File: config.mk
export PLATFORM = sky130hd
export DESIGN_NAME = f_fetch_ifid
export DESIGN_NICKNAME = d
export VERILOG_FILES = /design/src/rtl/f_fetch_ifid.sv
export SDC_FILE = /design/constraint.sdc
export NUM_CORES = 1
export LEC_CHECK = 0
export ABC_AREA = 1
export CORE_UTILIZATION = 30
export DETAILED_ROUTE_END_ITERATION = 12
export PLACE_DENSITY = 0.6
export SETUP_SLACK_MARGIN = 0.1
export SLEW_MARGIN = 10
export SYNTH_ARGS = -nofsm -noshare
export SYNTH_HDL_FRONTEND = slang
export SYNTH_SLANG_ARGS = --single-unit
File: constraint.sdc
create_clock -name clk -period 1.49 [get_ports clk]
set_clock_uncertainty 0.05 [all_clocks]
set_input_delay 0.298 -clock clk [delete_from_list [all_inputs] [get_ports clk]]
set_output_delay 0.298 -clock clk [all_outputs]
set_load 0.03 [all_outputs]
File: src/rtl/f_fetch_ifid.sv
// ============================================================================
// f_fetch_ifid
// ----------------------------------------------------------------------------
// Fetch stage plus F/D pipeline register of the P5 pipelined MIPS core.
//
// Holds the fetch PC, issues one instruction-memory request at a time over a
// req/gnt/rvalid handshake and captures the returned instruction together with
// its PC+4 into the F/D register. A one-entry buffer keeps a response that
// arrives while decode is stalled, because the memory does not keep rdata
// stable after the rvalid cycle.
//
// Ports
//   clk          in   system clock, rising edge
//   reset        in   asynchronous active-low reset, clears all state
//   npc_in       in   next PC from decode-stage NPC logic, sampled on advance
//   stall        in   hazard-unit stall, holds PC_F and the F/D register
//   imem_req     out  instruction-memory request (registered, high in REQ)
//   imem_addr    out  request address, always PC_F
//   imem_gnt     in   request accepted this cycle
//   imem_rvalid  in   read data valid for the granted request
//   imem_rdata   in   instruction word
//   PC_F         out  current fetch PC
//   PC4_D        out  F/D register: fetched PC + 4
//   instr_D      out  F/D register: instruction word
//   valid_D      out  F/D register holds a real instruction
//   fetch_wait   out  no instruction available this cycle (combinational)
// ============================================================================
module f_fetch_ifid #(
    parameter logic [31:0] RESET_PC = 32'h0000_3000
) (
    input  logic        clk,
    input  logic        reset,
    input  logic [31:0] npc_in,
    input  logic        stall,
    output logic        imem_req,
    output logic [31:0] imem_addr,
    input  logic        imem_gnt,
    input  logic        imem_rvalid,
    input  logic [31:0] imem_rdata,
    output logic [31:0] PC_F,
    output logic [31:0] PC4_D,
    output logic [31:0] instr_D,
    output logic        valid_D,
    output logic        fetch_wait
);

    typedef enum logic [1:0] {
        S_REQ  = 2'd0,
        S_WAIT = 2'd1,
        S_HOLD = 2'd2
    } state_t;

    state_t      r_state;
    logic        r_req;
    logic [31:0] r_pc;
    logic [31:0] r_pc4;
    logic [31:0] r_instr;
    logic        r_valid;
    logic [31:0] r_buf;

    logic        w_in_wait;
    logic        w_in_hold;
    logic        w_avail;
    logic        w_advance;
    logic [31:0] w_src;
    logic [31:0] w_pc4;

    // An instruction is available either straight off the bus in WAIT or from
    // the buffer in HOLD; rvalid in any other state is a protocol error and is
    // deliberately ignored here.
    assign w_in_wait = (r_state == S_WAIT);
    assign w_in_hold = (r_state == S_HOLD);
    assign w_avail   = (w_in_wait & imem_rvalid) | w_in_hold;
    assign w_advance = w_avail & ~stall;
    assign w_src     = w_in_hold ? r_buf : imem_rdata;
    assign w_pc4     = r_pc + 32'd4;

    always_ff @(posedge clk or negedge reset) begin
        if (!reset) begin
            r_state <= S_REQ;
            r_req   <= 1'b1;
            r_pc    <= RESET_PC;
            r_pc4   <= 32'd0;
            r_instr <= 32'd0;
            r_valid <= 1'b0;
            r_buf   <= 32'd0;
        end else begin
            // F/D register and PC move together, only when decode accepts.
            if (w_advance) begin
                r_pc    <= npc_in;
                r_pc4   <= w_pc4;
                r_instr <= w_src;
                r_valid <= 1'b1;
            end

            case (r_state)
                S_REQ: begin
                    if (imem_gnt) begin
                        r_state <= S_WAIT;
                        r_req   <= 1'b0;
                    end
                end
                S_WAIT: begin
                    if (imem_rvalid) begin
                        if (stall) begin
                            // rdata is only valid this cycle; keep a copy.
                            r_buf   <= imem_rdata;
                            r_state <= S_HOLD;
                        end else begin
                            r_buf   <= 32'd0;
                            r_state <= S_REQ;
                            r_req   <= 1'b1;
                        end
                    end
                end
                S_HOLD: begin
                    if (!stall) begin
                        r_buf   <= 32'd0;
                        r_state <= S_REQ;
                        r_req   <= 1'b1;
                    end
                end
                default: begin
                    r_state <= S_REQ;
                    r_req   <= 1'b1;
                end
            endcase
        end
    end

    assign imem_req   = r_req;
    assign imem_addr  = r_pc;
    assign PC_F       = r_pc;
    assign PC4_D      = r_pc4;
    assign instr_D    = r_instr;
    assign valid_D    = r_valid;
    assign fetch_wait = ~w_avail;

endmodule

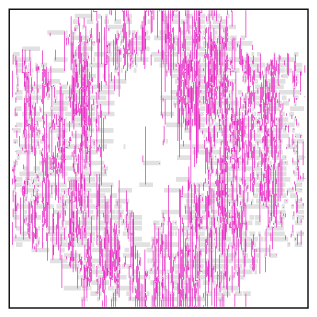
**Above:** signal wires on met2.
(2 px per µm) Cells faint in the background.
main direction: vertical
longest straight run: 56.8 µm
nets with wire on the layer: 987
wire length on this layer: 11,800 µm

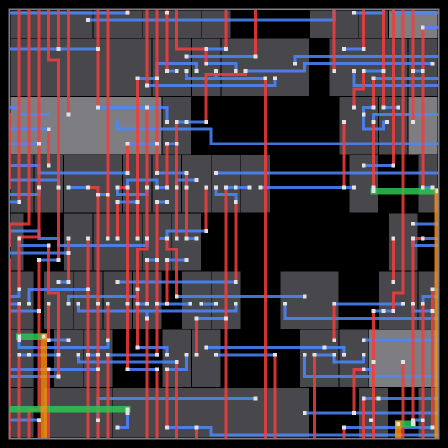
**Above:** zoomed window.
Window x 101 to 121, y 101 to 121 µm. Cells in grey, sequential cells in the stronger grey; small squares are vias.
| layer | colour |
|---|---|
| M4 | orange |
| M2 | red |
| M3 | green |
| M1 | blue |
netlist names of flops here include: PC4_D (1)
most frequent: nand2_1 (16), nor2_1 (9)
cells with their middle in the window: 44
sequential cells in the window: 1

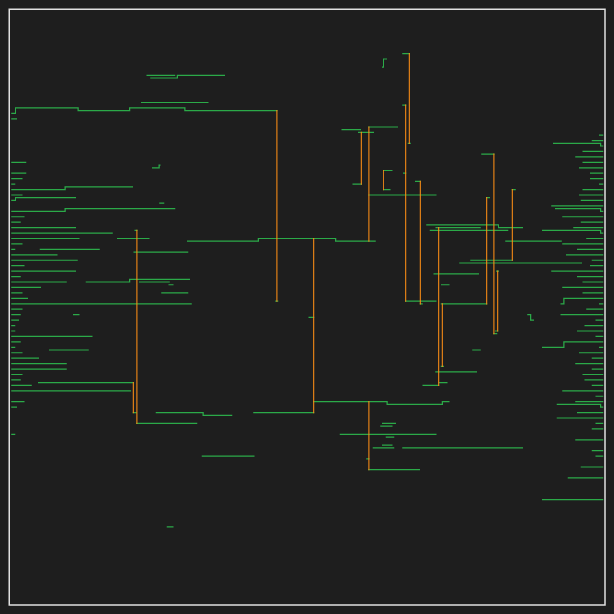
**Above:** wiring by layer.
(4 px per µm) Only two layers are drawn.
| layer | colour | wire length |
|---|---|---|
| M4 | orange | 471 µm |
| M3 | green | 1,450 µm |

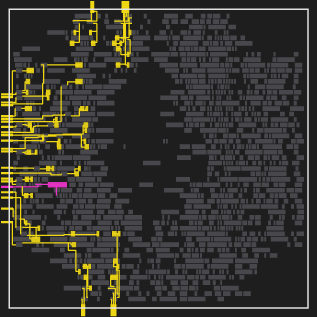
**Above:** nets reached from selected ports.
(2 px per µm)
| port | colour | direction | edge | end cells | buffers | wire |
|---|---|---|---|---|---|---|
| imem_req | magenta | output | west | 1 | 1 | 35.5 µm |
| imem_rdata | yellow | input | 21 west, 6 north, 5 south | 64 | 32 | 941 µm |

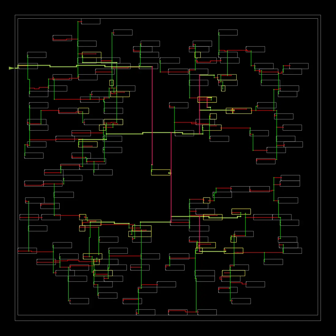
**Above:** clock nets.
worst-skew pair later-pin latency: 0.43 ns
clk_buf instances: 18
total CTS buffers: 17

==> run_summary.xml <==
<?xml version="1.0" encoding="UTF-8"?>
<metrics>
  <group name="outcome">
    <metric name="result_of_the_run" unit="">complete, but fails checks</metric>
    <metric name="violations_in_the_final_reports" unit="">negative setup slack</metric>
  </group>
  <group name="yosys">
    <metric name="mappedNetlistArea" unit="µm²">6446</metric>
    <metric name="synthCells" unit="">803</metric>
    <metric name="synthAoiAreaFrac" unit="%">8.793</metric>
    <metric name="synth.cells.most_frequent" unit="">271 x nand2_1, 129 x dfrtp_1, 70 x nor2_1</metric>
    <metric name="netlist_logic_family_top" unit="">simple AND/OR/NAND/NOR gates</metric>
    <metric name="yosys.area.top_type" unit="">dfrtp_1</metric>
    <metric name="synth-cells-yosys" unit="">803</metric>
    <metric name="synth-simple-area-share" unit="%">26.73</metric>
    <metric name="netlist_cell_types" unit="">27</metric>
    <metric name="yosys.stat.chipArea" unit="µm²">6446</metric>
    <metric name="synth-async-reset-ratio" unit="%">100.0</metric>
  </group>
  <group name="grt">
    <metric name="via_count_of_the_first_global_routing_pass" unit="">6641</metric>
    <metric name="grt_antenna_before_repair" unit="">0</metric>
    <metric name="grt_pass1_wl" unit="µm">34920</metric>
    <metric name="use_met3" unit="%">5.613</metric>
  </group>
  <group name="layout">
    <metric name="final_core_util" unit="%">54.36</metric>
    <metric name="layout.sequential_cells" unit="">132</metric>
    <metric name="area.share.sequential" unit="%">29.03</metric>
    <metric name="fillers" unit="">1872</metric>
    <metric name="final_area" unit="µm²">11430</metric>
    <metric name="buffers" unit="">374</metric>
    <metric name="synthToLayoutAreaGrowth" unit="%">77.27</metric>
    <metric name="clock_cell_area_share" unit="%">5.179</metric>
  </group>
  <group name="pwr">
    <metric name="fin_total_pwr" unit="mW">28.39</metric>
    <metric name="cellPowerDensity" unit="nW/µm²">2484</metric>
    <metric name="power_leakage" unit="nW">5.373</metric>
    <metric name="share_seq_of_total_power" unit="%">23.6</metric>
  </group>
  <group name="place">
    <metric name="dp_hpwl" unit="µm">13360</metric>
    <metric name="placedInstanceArea" unit="µm²">9037</metric>
  </group>
  <group name="critical_path">
    <metric name="startpoint" unit="">r_state[1]</metric>
    <metric name="timing.reg2reg.setup_slack" unit="ns">-0.28</metric>
    <metric name="path_buffers" unit="">4</metric>
    <metric name="reg2reg_to" unit="">r_buf[24]</metric>
    <metric name="crit_cells" unit="">6</metric>
    <metric name="critical_path.most_common_cell" unit="">buf_6</metric>
    <metric name="critPathTopFamily" unit="">flip-flops</metric>
    <metric name="timing.critical_path.arrival" unit="ns">1.43</metric>
    <metric name="crit_fanout" unit="">2</metric>
    <metric name="critical_path_required" unit="ns">1.14</metric>
    <metric name="r2r_cells" unit="">10</metric>
  </group>
  <group name="final_timing">
    <metric name="timing.slew.headroom" unit="%">79.09</metric>
    <metric name="fin_setup_tns" unit="ns">-27.16</metric>
    <metric name="finalSetupViolations" unit="">137</metric>
    <metric name="post-route-worst-setup-slack" unit="ns">-0.2864</metric>
  </group>
  <group name="run">
    <metric name="warning_count" unit="">32</metric>
  </group>
  <group name="route">
    <metric name="vias_per_cell" unit="">4.724</metric>
    <metric name="drt_first_pass_iters" unit="">4</metric>
    <metric name="top_signal_layer_used" unit="">met4</metric>
    <metric name="wl_met2" unit="µm">11830</metric>
  </group>
  <group name="clock_network">
    <metric name="post_cts.repair.setup_buffers" unit="">61</metric>
  </group>
</metrics>
No activity file was given, so power comes from the tool's default toggle rates.
